### Selected gate families

(6 px per um)
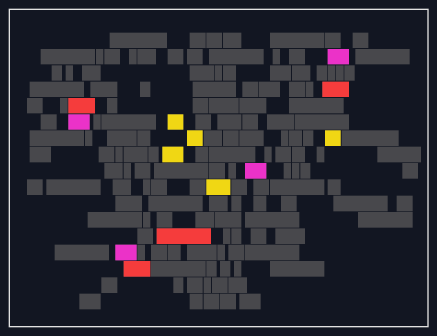
### Sequential cells grouped by signal name

(4 px per um) Other sequential cells in the stronger grey, the rest of the logic in the fainter grey.
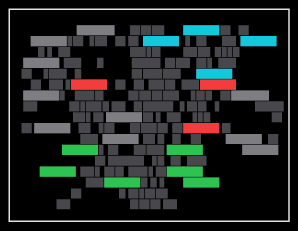
### Routed metal, one colour a layer

(6 px per um)
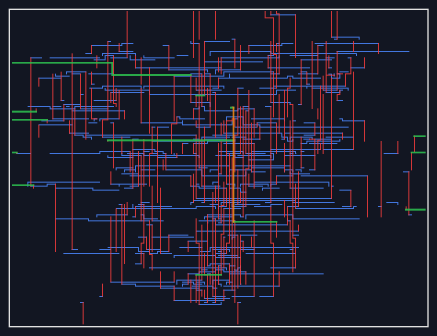
==> src/rtl/pong_game_ctrl.sv <==
// Game-level sequencer for the ping-pong ball block: scoring, serve delay, update rate, winner.
// Optional pause input is enabled by defining PONG_PAUSE_EN.
module pong_game_ctrl #(
    parameter int unsigned WIN_SCORE    = 7,
    parameter int unsigned SERVE_FRAMES = 60,
    parameter int unsigned SPEED_DIV    = 1
) (
    input  logic       clock,
    input  logic       reset,
    input  logic       frame_tick,
    input  logic       start,
    input  logic       left_scored,
    input  logic       right_scored,
    output logic       ball_reset,
    output logic       ball_update,
    output logic [3:0] left_score,
    output logic [3:0] right_score,
    output logic       serving,
    output logic       game_over,
    output logic       left_won
`ifdef PONG_PAUSE_EN
    ,
    input  logic       pause
`endif
);

    localparam int unsigned CW = $clog2(SERVE_FRAMES + 1);
    localparam int unsigned DW = (SPEED_DIV > 1) ? $clog2(SPEED_DIV) : 1;
    localparam int unsigned SW = 4;

    localparam logic [2:0] IDLE      = 3'd0;
    localparam logic [2:0] SERVE     = 3'd1;
    localparam logic [2:0] PLAY      = 3'd2;
    localparam logic [2:0] POINT     = 3'd3;
    localparam logic [2:0] GAME_OVER = 3'd4;

    logic [2:0]    state, state_next;
    logic [CW-1:0] serve_cnt, serve_cnt_next;
    logic [DW-1:0] div_cnt, div_cnt_next;
    logic [SW-1:0] left_score_next, right_score_next;
    logic          point_left, point_left_next;
    logic          left_won_next;
    logic          ball_update_next;
    logic          tick;

    // A paused frame simply never reaches the counters
`ifdef PONG_PAUSE_EN
    assign tick = frame_tick & ~pause;
`else
    assign tick = frame_tick;
`endif

    // State, counters and all outputs; outputs follow the state being entered
    always_ff @(posedge clock or negedge reset) begin
        if (!reset) begin
            state       <= IDLE;
            serve_cnt   <= '0;
            div_cnt     <= '0;
            point_left  <= 1'b0;
            left_score  <= '0;
            right_score <= '0;
            left_won    <= 1'b0;
            ball_reset  <= 1'b1;
            ball_update <= 1'b0;
            serving     <= 1'b0;
            game_over   <= 1'b0;
        end else begin
            state       <= state_next;
            serve_cnt   <= serve_cnt_next;
            div_cnt     <= div_cnt_next;
            point_left  <= point_left_next;
            left_score  <= left_score_next;
            right_score <= right_score_next;
            left_won    <= left_won_next;
            ball_reset  <= (state_next != PLAY);
            ball_update <= ball_update_next;
            serving     <= (state_next == SERVE);
            game_over   <= (state_next == GAME_OVER);
        end
    end

    // Next-state and next-value logic
    always_comb begin
        state_next       = state;
        serve_cnt_next   = serve_cnt;
        div_cnt_next     = div_cnt;
        point_left_next  = point_left;
        left_score_next  = left_score;
        right_score_next = right_score;
        left_won_next    = left_won;
        ball_update_next = 1'b0;

        case (state)
            IDLE: begin
                if (start) begin
                    state_next       = SERVE;
                    left_score_next  = '0;
                    right_score_next = '0;
                    serve_cnt_next   = CW'(SERVE_FRAMES);
                end
            end
            SERVE: begin
                if (tick) begin
                    if (serve_cnt == CW'(1)) begin
                        state_next   = PLAY;
                        div_cnt_next = '0;
                    end else begin
                        serve_cnt_next = serve_cnt - CW'(1);
                    end
                end
            end
            PLAY: begin
                // A scoring cycle suppresses any update pulse; left wins a tie
                if (left_scored) begin
                    left_score_next = left_score + SW'(1);
                    point_left_next = 1'b1;
                    state_next      = POINT;
                end else if (right_scored) begin
                    right_score_next = right_score + SW'(1);
                    point_left_next  = 1'b0;
                    state_next       = POINT;
                end else if (tick) begin
                    if (div_cnt == DW'(SPEED_DIV - 1)) begin
                        div_cnt_next     = '0;
                        ball_update_next = 1'b1;
                    end else begin
                        div_cnt_next = div_cnt + DW'(1);
                    end
                end
            end
            POINT: begin
                if ((point_left ? left_score : right_score) == SW'(WIN_SCORE)) begin
                    state_next    = GAME_OVER;
                    left_won_next = point_left;
                end else begin
                    state_next     = SERVE;
                    serve_cnt_next = CW'(SERVE_FRAMES);
                end
            end
            GAME_OVER: begin
                if (start) begin
                    state_next       = SERVE;
                    left_score_next  = '0;
                    right_score_next = '0;
                    left_won_next    = 1'b0;
                    serve_cnt_next   = CW'(SERVE_FRAMES);
                end
            end
            default: state_next = IDLE;
        endcase
    end

endmodule
==> config.mk <==
export PLATFORM = sky130hd
export DESIGN_NAME = pong_game_ctrl
export DESIGN_NICKNAME = d
export VERILOG_FILES = /design/src/rtl/pong_game_ctrl.sv
export SDC_FILE = /design/constraint.sdc
export NUM_CORES = 1
export LEC_CHECK = 0
export ABC_AREA = 0
export CAP_MARGIN = 25
export CORE_ASPECT_RATIO = 0.75
export CORE_UTILIZATION = 35
export CTS_CLUSTER_SIZE = 16
export DETAILED_ROUTE_END_ITERATION = 8
export MAX_ROUTING_LAYER = met4
export SLEW_MARGIN = 0
export SYNTH_ARGS = -nofsm -noshare
export SYNTH_HDL_FRONTEND = slang
export SYNTH_SLANG_ARGS = --single-unit
==> constraint.sdc <==
create_clock -name clock -period 1.5 [get_ports clock]
set_input_delay 0.15 -clock clock [delete_from_list [all_inputs] [get_ports clock]]
set_output_delay 0.15 -clock clock [all_outputs]
set_load 0.05 [all_outputs]
==> flow_summary_export.csv <==
group,metric,value,unit
outcome,status,"finished, violations left",
outcome,violations,"negative setup slack",
global_route,grt_pass1_vias,996,
setup_path,cp_top_family,"AND-OR/OR-AND gates",
job,cap_violations,0,
global_route,grt_antenna_before_repair,0,
sta,max_freq,0.586,GHz
route,drt_iter0_drc,35,
sta,tns,-1700,ps
clocking,clock_sinks,23,
setup_path,critPathKind,"reg2reg",
yosys,ys_sh_aoi,16.9,%
yosys,xor_share,2.93,%
floorplan,ios,19,
route,wl_met3,86,um
yosys,ys_area,1200,um^2
placed_design,port_buffers,18,
setup_path,crit_slowest_cell,"or4b_4",
global_route,grt_pass1_wl,4500,um
power_and_ir_drop,power.density,1320,nW/um^2
sta,rsz0062_at_grt,"yes",
final_layout,layout_top_cell,"buf_4",
power_and_ir_drop,irDropWorstVdd,0.000641,V
yosys,top_area_cell,"dfrtp_1",
setup_path,end_kind,"flop",
sta,setup_ws,-207,ps
setup_path,cp.buffers_inverters,1,
yosys,top_cells_by_count,"dfrtp_1 (22), nand2_1 (12), nor2_1 (11)",
power_and_ir_drop,total_power,2.17,mW
sta,final.min_clock_period,1710,ps
clocking,cts_buffer_depth,2,
floorplan,die_x,69.5,um
setup_path,r2r_cells,6,
final_layout,largestClassByArea,"combinational gates",
global_route,busiest_layer,"met2",
final_layout,layout.non_clock_inverters,3,
sta,skew,6.96,ps
route,route.met2.wl,1250,um
global_route,grtUsageMet2,27.7,%
sta,final-setup-viol-count,10,
clocking,cts_setup_buffers,2,
route,wl_met1,1360,um
placed_design,placed_area,1510,um^2
sta,worst_pin_slew,450,ps
yosys,logic_family,"simple AND/OR/NAND/NOR gates",
Notes on 'Selected gate families' above:
red -> fa/ha/maj cells  # cells 4
yellow -> non-inverting ao/oa cells  # cells 5, where centre
magenta -> mux cells  # cells 4

Notes on 'Sequential cells grouped by signal name' above:
cyan -> `left_score`  # flops 4
red -> `state`  # flops 3
green -> `serve_cnt`  # flops 6

Notes on 'Routed metal, one colour a layer' above:
blue -> M1  # wire length 1360 um
green -> M3  # wire length 86.4 um
red -> M2  # wire length 1250 um
orange -> M4  # wire length 19.0 um

## cell families (layout without fill, tap and decap cells)
group | count (synthesis) | after routing
AND-OR/OR-AND | 26 | 26
XOR/XNOR | 4 | 4
flip-flops | 23 | 23
adder cells (fa/ha/maj) | 4 | 4
AND/OR/NAND/NOR | 47 | 47
buffers and inverters | 6 | 45
multiplexers | 4 | 4
## stage by stage
step	instances	setup slack, ps	utilization (%)
2_1_floorplan	114	-108	-
3_3_place_gp	183	-140	48.6
3_5_place_dp	183	-194	48.6
4_1_cts	189	-189	50.8
5_1_grt	191	-284	52.7
6_report	191	-207	52.7
## where the power goes
group | switching (mW) | internal [mW]
logic | 0.472 | 0.439
registers | 0.126 | 0.734
clock network | 0.206 | 0.190
total | 0.804 | 1.36
Power is estimated from default activity; no workload was simulated.
